Run 1, the clock network:
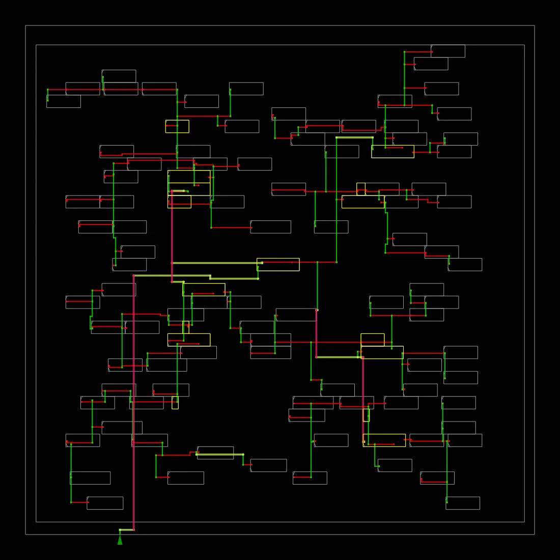
Run 1, placed cells, one color a class:
Fill, decap, tap and diode cells in gray.
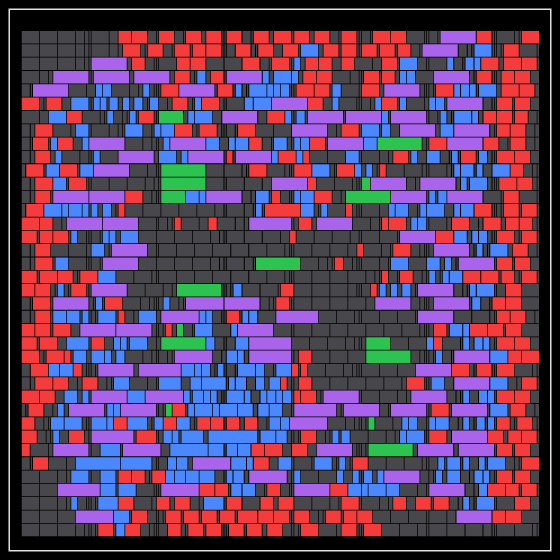
Run 1, sequential cells grouped by signal name:
Bar = 20 um. Other sequential cells in the stronger gray, the rest of the logic in the fainter gray.
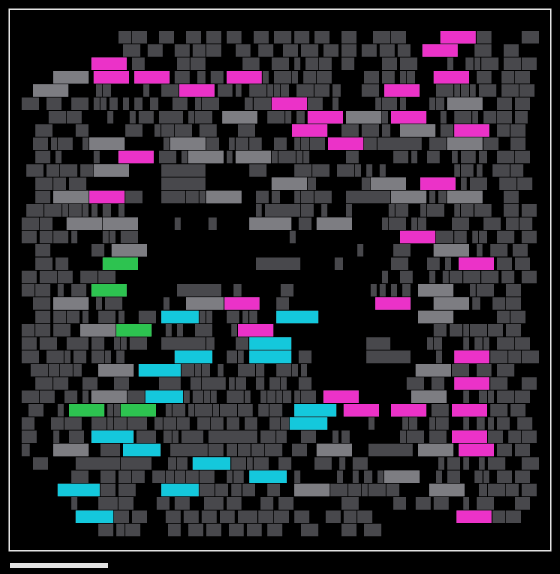
**src/rtl/fwd_result_pipe.sv**
```systemverilog
// EX/MEM and MEM/WB result registers with forwarding taps, load-data merge,
// register-file writeback port and a saturating retired-write counter.
module fwd_result_pipe (
  input  logic        clk,
  input  logic        reset,
  input  logic        ex_valid,
  input  logic [4:0]  ex_rd,
  input  logic        ex_regwrite,
  input  logic        ex_memread,
  input  logic [31:0] ex_alu_result,
  input  logic [31:0] mem_rdata,
  input  logic        mem_hold,
  input  logic        ex_flush,
  output logic [4:0]  EX_MEM_Rd,
  output logic        EX_MEM_RegWrite,
  output logic [4:0]  MEM_WB_Rd,
  output logic        MEM_WB_RegWrite,
  output logic [31:0] EX_MEM_Data,
  output logic [31:0] MEM_WB_Data,
  output logic        EX_MEM_Load,
  output logic        wb_we,
  output logic [4:0]  wb_addr,
  output logic [31:0] wb_data,
  output logic [15:0] wb_count
);

  logic ex_mem_memread;
  logic ex_bubble;

  assign ex_bubble = ~ex_valid | ex_flush;

  always_ff @(posedge clk) begin
    if (reset) begin
      EX_MEM_Rd       <= '0;
      EX_MEM_RegWrite <= 1'b0;
      EX_MEM_Data     <= '0;
      ex_mem_memread  <= 1'b0;
      MEM_WB_Rd       <= '0;
      MEM_WB_RegWrite <= 1'b0;
      MEM_WB_Data     <= '0;
    end else if (!mem_hold) begin
      if (ex_bubble) begin
        EX_MEM_Rd       <= '0;
        EX_MEM_RegWrite <= 1'b0;
        EX_MEM_Data     <= '0;
        ex_mem_memread  <= 1'b0;
      end else begin
        EX_MEM_Rd       <= ex_rd;
        EX_MEM_RegWrite <= ex_regwrite & (ex_rd != 5'd0);
        EX_MEM_Data     <= ex_alu_result;
        ex_mem_memread  <= ex_memread;
      end
      // Load data arrives while the load sits in EX/MEM; merge it on the way out.
      MEM_WB_Rd       <= EX_MEM_Rd;
      MEM_WB_RegWrite <= EX_MEM_RegWrite;
      MEM_WB_Data     <= ex_mem_memread ? mem_rdata : EX_MEM_Data;
    end
  end

  assign EX_MEM_Load = ex_mem_memread & EX_MEM_RegWrite;

  assign wb_we   = MEM_WB_RegWrite & ~mem_hold;
  assign wb_addr = MEM_WB_Rd;
  assign wb_data = MEM_WB_Data;

  always_ff @(posedge clk) begin
    if (reset) begin
      wb_count <= '0;
    end else if (wb_we && (wb_count != 16'hFFFF)) begin
      wb_count <= wb_count + 16'd1;
    end
  end

endmodule

```
**config.mk**
```make
export PLATFORM = sky130hd
export DESIGN_NAME = fwd_result_pipe
export DESIGN_NICKNAME = d
export VERILOG_FILES = /design/src/rtl/fwd_result_pipe.sv
export SDC_FILE = /design/constraint.sdc
export NUM_CORES = 1
export LEC_CHECK = 0
export CAP_MARGIN = 20
export CORE_MARGIN = 2
export CORE_UTILIZATION = 36
export DETAILED_ROUTE_END_ITERATION = 12
export GPL_ROUTABILITY_DRIVEN = 0
export GPL_TIMING_DRIVEN = 0
export PLACE_DENSITY = 0.76
export SLEW_MARGIN = 25
export SYNTH_ARGS = -nofsm -noshare
export SYNTH_HDL_FRONTEND = slang
export SYNTH_SLANG_ARGS = --single-unit
```
**constraint.sdc**
```tcl
create_clock -name clk -period 1.51 [get_ports clk]
set_input_delay 0.2265 -clock clk [delete_from_list [all_inputs] [get_ports clk]]
set_output_delay 0.2265 -clock clk [all_outputs]
set_load 0.02 [all_outputs]
```
==> impl_metrics.toml, run 1 <==
# yosys + openroad results
[cells_and_area]
num_antenna_cells = 0
largest_registers = "EX_MEM_Data (32), MEM_WB_Data (32), wb_count (16)"
lay_top_cells = "129 x dlygate4sd2_1, 115 x nor2_1, 75 x dfxtp_1"
drive_gt1_share_pct = 17.8
buf_share_pct = 36.7
final-instance-count-excl-fill = 838
num-nets-final = 770
clock_area_share_pct = 4.23
area_growth_pct = 64.2
multiInputCombCellCount = 295
inv_count = 5
comb_area_share_pct = 27.7
largest_cell_class = "non-clock buffers"
logic_area_sq_um = 1850
nFillCells = 995
design_area_sq_um = 6680
final_common_cell = "dlygate4sd2_1"

[detailed_routing]
top_layer = "met4"
wl_um = 13500
drc = 0
met3WireLength_um = 991
wl_met2_um = 6680
num_vias = 4222
wl_per_cell_um = 16.1
first_pass_iters = 5
viasPerCell = 5.04
dr.first_iter.drc_count = 218
ant_nets = 0

[die]
die_area_sq_um = 12200
taps = 140
fp_util_pct = 37.2
die_h_um = 110
coreArea_sq_um = 10900
rows = 38
die_w_um = 110
num_io_pins = 207

[logic_synthesis]
yosysChipArea_sq_um = 4070
synthesis.nets = 539
netlist_top_cells_count = "115 x nor2_1, 93 x dfxtp_1, 41 x a21oi_1"
edf_count = 0
synthAdderAreaFrac_pct = 0.308
yosysWarnings = 0
logic_family = "simple AND/OR/NAND/NOR gates"
topCellsByArea = "dfxtp_1 46%, nor2_1 11%, mux2i_1 9.6%, a22oi_1 7.0%, buf_4 6.8%"
yosysSeqAreaShare_pct = 45.8
ys_sh_aoi_pct = 16.2
syn_inst = 462
top_area_share_pct = 45.8
yosys-stat-cells = 462
ys_sh_mux_pct = 9.60
synthArstFlopShare_pct = 0
synth.avg_cell_area_sq_um = 8.80
synth_area_sq_um = 4070
xor_area_share_pct = 0.215
synth_top_flop_cell = "dfxtp_1"
synth.distinct_cells = 40
top_cell = "nor2_1"
ys_sh_simple_pct = 17.2
synth_area_leader_cell = "dfxtp_1"
ys_ff = 93

[clock_tree]
cts-root-buf = "clkbuf_16"
cts_buffer_depth = 2
clk_latency_ps = 330
clock-sinks = 93
clk_pin_slew_ps = 60
postCtsHoldBufs = 0
htree_num_levels = 3
cts_setup_buffers = 5
cts_resized = 161
cts_tree = "done"

[grt]
grt_usage_pct = 21.6
grt_antenna_before_repair = 0
grt_most_used_layer = "met2"
gr-total-overflow = 0
grt_pass1_wl_um = 20400
use_met1_pct = 26.2
use_met2_pct = 37.8
first_global_vias = 4014
grt_max_degree = 15

[flow_run]
drv_cap = 0
tool_warnings = 29

[setup_path]
r2r_start = "wb_count[12]$_SDFFE_PP0P_"
critPathMaxStageDelay_ps = 470
critPathLaunch = "wb_count[12]$_SDFFE_PP0P_"
cpLargestDelayFamily = "AND-OR/OR-AND gates"
r2r-end = "wb_count[1]$_SDFFE_PP0P_"
cp_slowest_cell = "o41ai_4"
arrival_ps = 1810
crit_chain = "nand4_1 > o41ai_4 > buf_6 > mux2i_1 > nor2_1"
reg2reg_setup_slack_ps = -100
crit_path_end = "wb_count[1]$_SDFFE_PP0P_"
cp.required_ps = 1710
cp_max_fo = 6
crit_buf_inv = 1
worstSetupEndpointType = "flop"
critPathLaunchType = "flop"
cp.depth = 5
ff2ff_path_depth = 5

[power_and_ir_drop]
power.total_mw = 5.28
peakVddDrop_mv = 0.622
p_per_area_nw_per_um2 = 790
p_leak_nw = 3.12
maxPowerGroup = "registers"
p_clk_share_pct = 40.4
internal_power_mw = 4.06
p_sw_share_pct = 23.1
combPwrFrac_pct = 11.9
sequentialPowerShare_pct = 47.7
p_comb_mw = 0.628
power.switching_mw = 1.22

[min_path]
hold_path_depth = 2
min_path_type = "input pin to flop"
holdPathEnd = "ex_mem_memread$_SDFFE_PP0N_"
min_from = "reset"

[placement]
dpl.hpwl_um = 10000
placed_cells = 807
postPlaceCellArea_sq_um = 6330
pre_cts_ws_ps = -712
port-buffer-count = 205

[timing]
totalNegativeSetupSlack_ps = -536
slew_headroom_pct = 60.9
setup_viol = 8
slew_viol_final = 0
tightest_slew_ps = 587
max_freq_mhz = 621
finalClockPeriodUsage_pct = 107
rsz0062_at_grt = "yes"
hold_violations = 0
min_period_ps = 1610
finalWorstSetupSlack_ps = -102

[outcome]
violations = "setup timing"
status = "finished with violations"
Notes on 'the clock network' above:
Seq Cell Count: 93
Clock Skews: 5.73 ps
P_clk: 2.13 mW
Num CTS Buffers: 9
Clock buffer cells: 15

Notes on 'placed cells, one color a class' above:
legend:
  purple:
    class: registers
    cells: 93
    share_of_their_area: 29%
  red:
    class: remaining buffers and delay cells
    cells: 289
    share_of_their_area: 38%
  green:
    class: clock drivers and dummy loads
    cells: 16
    share_of_their_area: 4.3%
  blue:
    class: remaining logic cells
    cells: 300
    share_of_their_area: 29%

Notes on 'sequential cells grouped by signal name' above:
legend:
  cyan:
    name_in_the_netlist: wb_count
    placed_flops: 16
  magenta:
    name_in_the_netlist: MEM_WB_Data
    placed_flops: 32
    where: all over the die
  green:
    name_in_the_netlist: MEM_WB_Rd
    placed_flops: 5
    where: left middle
not colored: 40
post-layout utilization of the core: 61.1%
sequential cell area share: 28.5%
Seq. pwr: 2.52 mW
Flop area: 1900 sq um

## Run 2: what changed since run 1
- ABC_CLOCK_PERIOD_IN_PS: default -> 1510
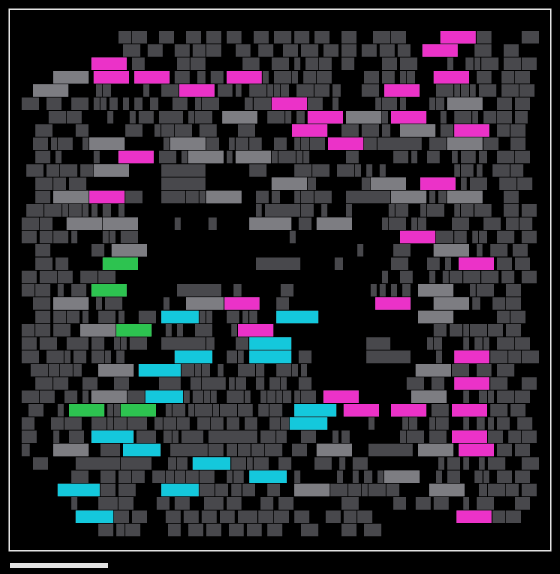
Run 2: sequential cells grouped by signal name
Bar = 20 um. Other sequential cells in the stronger gray, the rest of the logic in the fainter gray.
legend:
  cyan:
    name_in_the_netlist: wb_count
    placed_flops: 16
  magenta:
    name_in_the_netlist: MEM_WB_Data
    placed_flops: 32
    where: all over the die
  green:
    name_in_the_netlist: MEM_WB_Rd
    placed_flops: 5
    where: left middle

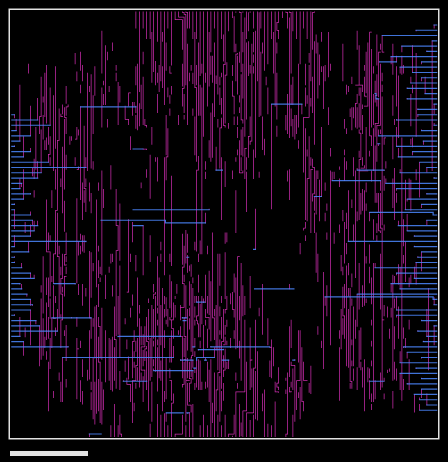
Run 2: metal layers overlaid
Bar = 20 um. Two of the layers only.
legend:
  blue:
    layer: M3
    wire_length: 992 um
  magenta:
    layer: M2
    wire_length: 6,680 um

==> impl_metrics.toml, run 2 <==
# yosys + openroad results
[placement]
dpl.hpwl_um = 10000
port-buffer-count = 205
pre_cts_ws_ps = -712
placed_cells = 807
postPlaceCellArea_sq_um = 6330

[die]
rows = 38
coreArea_sq_um = 10900
die_h_um = 110
die_area_sq_um = 12200
fp_util_pct = 37.2
taps = 140
num_io_pins = 207
die_w_um = 110

[setup_path]
critPathLaunch = "wb_count[12]$_SDFFE_PP0P_"
crit_path_end = "wb_count[1]$_SDFFE_PP0P_"
critPathMaxStageDelay_ps = 470
critPathLaunchType = "flop"
crit_buf_inv = 1
cp_max_fo = 6
ff2ff_path_depth = 5
cpLargestDelayFamily = "AND-OR/OR-AND gates"
crit_chain = "nand4_1 > o41ai_4 > buf_6 > mux2i_1 > nor2_1"
cp.depth = 5
arrival_ps = 1810
worstSetupEndpointType = "flop"
r2r-end = "wb_count[1]$_SDFFE_PP0P_"
reg2reg_setup_slack_ps = -100
cp.required_ps = 1710

[logic_synthesis]
xor_area_share_pct = 0.215
top_area_share_pct = 45.8
synthArstFlopShare_pct = 0
edf_count = 0
synth_area_sq_um = 4070
synthAdderAreaFrac_pct = 0.308
ys_sh_mux_pct = 9.60
synth_top_flop_cell = "dfxtp_1"
netlist_top_cells_count = "115 x nor2_1, 93 x dfxtp_1, 41 x a21oi_1"
synth_area_leader_cell = "dfxtp_1"
synthesis.nets = 539
ys_sh_aoi_pct = 16.2
top_cell = "nor2_1"
yosysWarnings = 0
yosysSeqAreaShare_pct = 45.8
ys_ff = 93
synth.avg_cell_area_sq_um = 8.80
yosysChipArea_sq_um = 4070
syn_inst = 462
synth.distinct_cells = 40
topCellsByArea = "dfxtp_1 46%, nor2_1 11%, mux2i_1 9.6%, a22oi_1 7.0%, buf_4 6.8%"
ys_sh_simple_pct = 17.2
yosys-stat-cells = 462

[timing]
slew_headroom_pct = 60.9
slew_viol_final = 0
fin_skew_ps = 5.73
tightest_slew_ps = 587
setup_viol = 8
min_period_ps = 1610
rsz0062_at_grt = "yes"
finalClockPeriodUsage_pct = 107
totalNegativeSetupSlack_ps = -536
max_freq_mhz = 621
finalWorstSetupSlack_ps = -102

[cells_and_area]
logic_area_sq_um = 1850
seq_cells = 93
design_area_sq_um = 6680
final-instance-count-excl-fill = 838
largest_cell_class = "non-clock buffers"
lay_top_cells = "129 x dlygate4sd2_1, 115 x nor2_1, 75 x dfxtp_1"
nFillCells = 995
seqCellArea_sq_um = 1900
final_core_util_pct = 61.1
n_clock_buffer = 15
seq_area_share_pct = 28.5
buf_share_pct = 36.7
num_antenna_cells = 0
area_growth_pct = 64.2
final_common_cell = "dlygate4sd2_1"
multiInputCombCellCount = 295
inv_count = 5
comb_area_share_pct = 27.7
clock_area_share_pct = 4.23
largest_registers = "EX_MEM_Data (32), MEM_WB_Data (32), wb_count (16)"

[clock_tree]
cts_setup_buffers = 5
cts-root-buf = "clkbuf_16"
cts_buffer_depth = 2
clk_latency_ps = 330
clock-sinks = 93
cts_buffers = 9
clk_pin_slew_ps = 60
postCtsHoldBufs = 0
cts_tree = "done"

[detailed_routing]
wl_per_cell_um = 16.1
top_layer = "met4"
wl_um = 13500
viasPerCell = 5.04
drc = 0
wl_met2_um = 6680
ant_nets = 0
num_vias = 4222
dr.first_iter.drc_count = 218
drt-met1-wl_um = 5590

[power_and_ir_drop]
power.total_mw = 5.28
p_sw_share_pct = 23.1
peakVddDrop_mv = 0.622
combPwrFrac_pct = 11.9
internal_power_mw = 4.06
p_leak_nw = 3.12
p_clk_share_pct = 40.4
p_per_area_nw_per_um2 = 790
power.switching_mw = 1.22
p_comb_mw = 0.628
sequentialPowerShare_pct = 47.7
seq_power_mw = 2.52
maxPowerGroup = "registers"

[min_path]
holdPathEnd = "ex_mem_memread$_SDFFE_PP0N_"
min_from = "reset"
min_path_type = "input pin to flop"
hold_path_depth = 2

[flow_run]
drv_cap = 0
tool_warnings = 29

[grt]
first_global_vias = 4014
use_met1_pct = 26.2
grt_most_used_layer = "met2"
grt_pass1_wl_um = 20400
grt_max_degree = 15
grt_usage_pct = 21.6
gr-total-overflow = 0
use_met2_pct = 37.8

[outcome]
status = "finished with violations"
violations = "setup timing"
Run 2, the clock network:
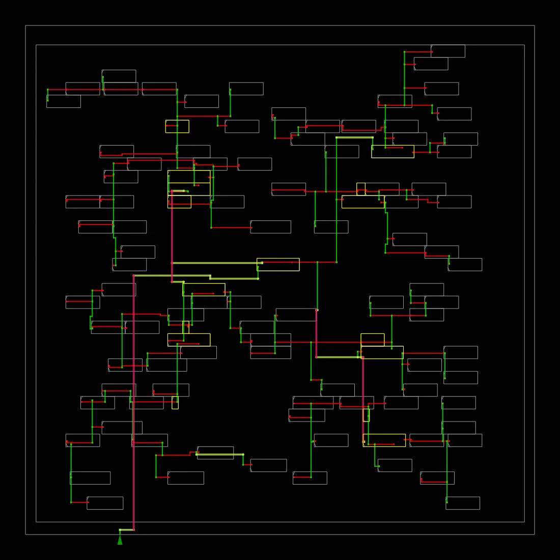

## Run 3: what changed since run 2
==> constraint.sdc (replaced) <==
create_clock -name clk -period 1.51 [get_ports clk]
set_input_delay 0.302 -clock clk [delete_from_list [all_inputs] [get_ports clk]]
set_output_delay 0.302 -clock clk [all_outputs]
set_load 0.02 [all_outputs]
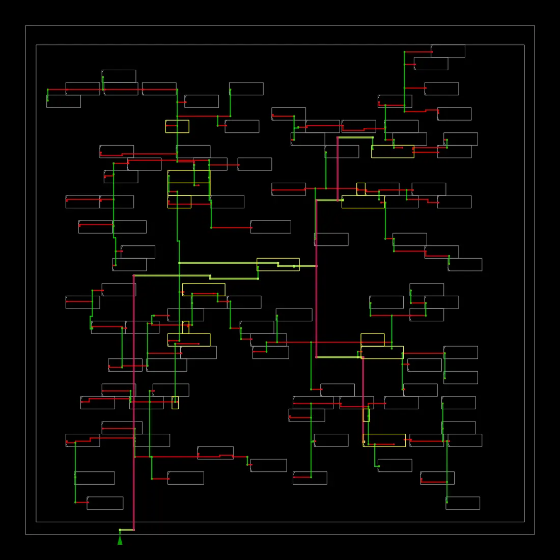
Run 3: the clock network
Clock Skews: 7.70 ps
Sink Count: 93
latest clock arrival within the worst-skew pair: 330 ps

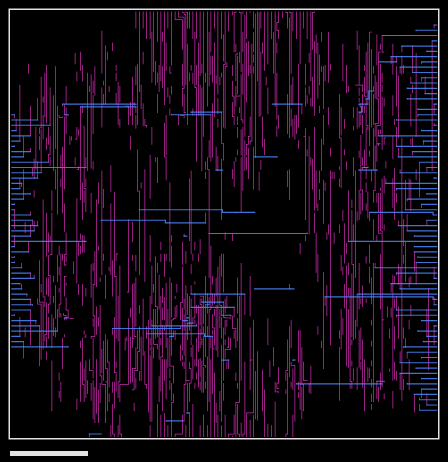
Run 3: metal layers overlaid
Bar = 20 um. Two of the layers only.
legend:
  blue:
    layer: M3
    wire_length: 1,050 um
  magenta:
    layer: M2
    wire_length: 6,570 um
via count: 4,209
wire per inst: 16.1 um
total wire length: 13,500 um
Total Routing Usage GR: 21.5%

==> impl_metrics.toml, run 3 <==
# yosys + openroad results
[grt]
use_met1_pct = 26.0
grt_most_used_layer = "met2"
grt_max_degree = 15
gr-total-overflow = 0
grt_pass1_wl_um = 20300

[logic_synthesis]
yosysWarnings = 0
logic_family = "simple AND/OR/NAND/NOR gates"
ys_sh_simple_pct = 17.2
ys_ff = 93
edf_count = 0
yosysSeqAreaShare_pct = 45.8
synth_area_leader_cell = "dfxtp_1"
yosys-stat-cells = 462
top_cell = "nor2_1"
xor_area_share_pct = 0.215
yosysChipArea_sq_um = 4070
top_area_share_pct = 45.8
synth_top_flop_cell = "dfxtp_1"
synth.distinct_cells = 40
synthesis.nets = 539
synth.avg_cell_area_sq_um = 8.80
netlist_top_cells_count = "115 x nor2_1, 93 x dfxtp_1, 41 x a21oi_1"
ys_sh_aoi_pct = 16.2
topCellsByArea = "dfxtp_1 46%, nor2_1 11%, mux2i_1 9.6%, a22oi_1 7.0%, buf_4 6.8%"
ys_sh_mux_pct = 9.60

[cells_and_area]
buf_share_pct = 36.6
design_area_sq_um = 6650
largest_registers = "EX_MEM_Data (32), MEM_WB_Data (32), wb_count (16)"
final-instance-count-excl-fill = 834
multiInputCombCellCount = 295
inv_count = 5
seq_cells = 93
nFillCells = 996
drive_gt1_share_pct = 18.0
logic_area_sq_um = 1840
comb_area_share_pct = 27.7
seqCellArea_sq_um = 1900
area_growth_pct = 63.4
lay_top_cells = "129 x dlygate4sd2_1, 115 x nor2_1, 75 x dfxtp_1"
largest_cell_class = "non-clock buffers"
clock_area_share_pct = 4.25

[die]
die_w_um = 110
num_io_pins = 207
taps = 140
coreArea_sq_um = 10900
rows = 38
die_area_sq_um = 12200

[outcome]
violations = "setup timing"
status = "finished with violations"

[setup_path]
r2r_start = "wb_count[12]$_SDFFE_PP0P_"
cp_max_fo = 6
cp.depth = 6
cp_slowest_cell = "o41ai_4"
critPathLaunch = "wb_count[12]$_SDFFE_PP0P_"
arrival_ps = 1870
critPathMaxStageDelay_ps = 460
reg2reg_setup_slack_ps = -110
worstSetupEndpointType = "flop"
cpLargestDelayFamily = "AND-OR/OR-AND gates"
cp.required_ps = 1760
crit_path_end = "wb_count[11]$_SDFFE_PP0P_"

[clock_tree]
cts_buffer_depth = 2
clk_pin_slew_ps = 70
postCtsHoldBufs = 0
cts_buffers = 9
cts_setup_buffers = 7
cts_tree = "done"
htree_num_levels = 3

[timing]
finalClockPeriodUsage_pct = 107
tightest_slew_ps = 624
totalNegativeSetupSlack_ps = -573
slew_viol_final = 0
finalWorstSetupSlack_ps = -111
rsz0062_at_grt = "yes"
slew_headroom_pct = 58.4
setup_viol = 8

[detailed_routing]
viasPerCell = 5.05
dr.first_iter.drc_count = 244
wl_met2_um = 6570
ant_nets = 0

[placement]
port-buffer-count = 205
placed_cells = 807
postPlaceCellArea_sq_um = 6330
dpl.hpwl_um = 10000

[min_path]
min_from = "reset"
holdPathEnd = "ex_mem_memread$_SDFFE_PP0N_"
hold_path_depth = 2

[power_and_ir_drop]
p_per_area_nw_per_um2 = 795
sequentialPowerShare_pct = 47.7
seq_power_mw = 2.52
power.total_mw = 5.29
internal_power_mw = 4.07
power.switching_mw = 1.22
p_clk_share_pct = 40.3
p_leak_nw = 3.12

[flow_run]
tool_warnings = 29
No activity file was given, so power comes from the tool's default toggle rates.
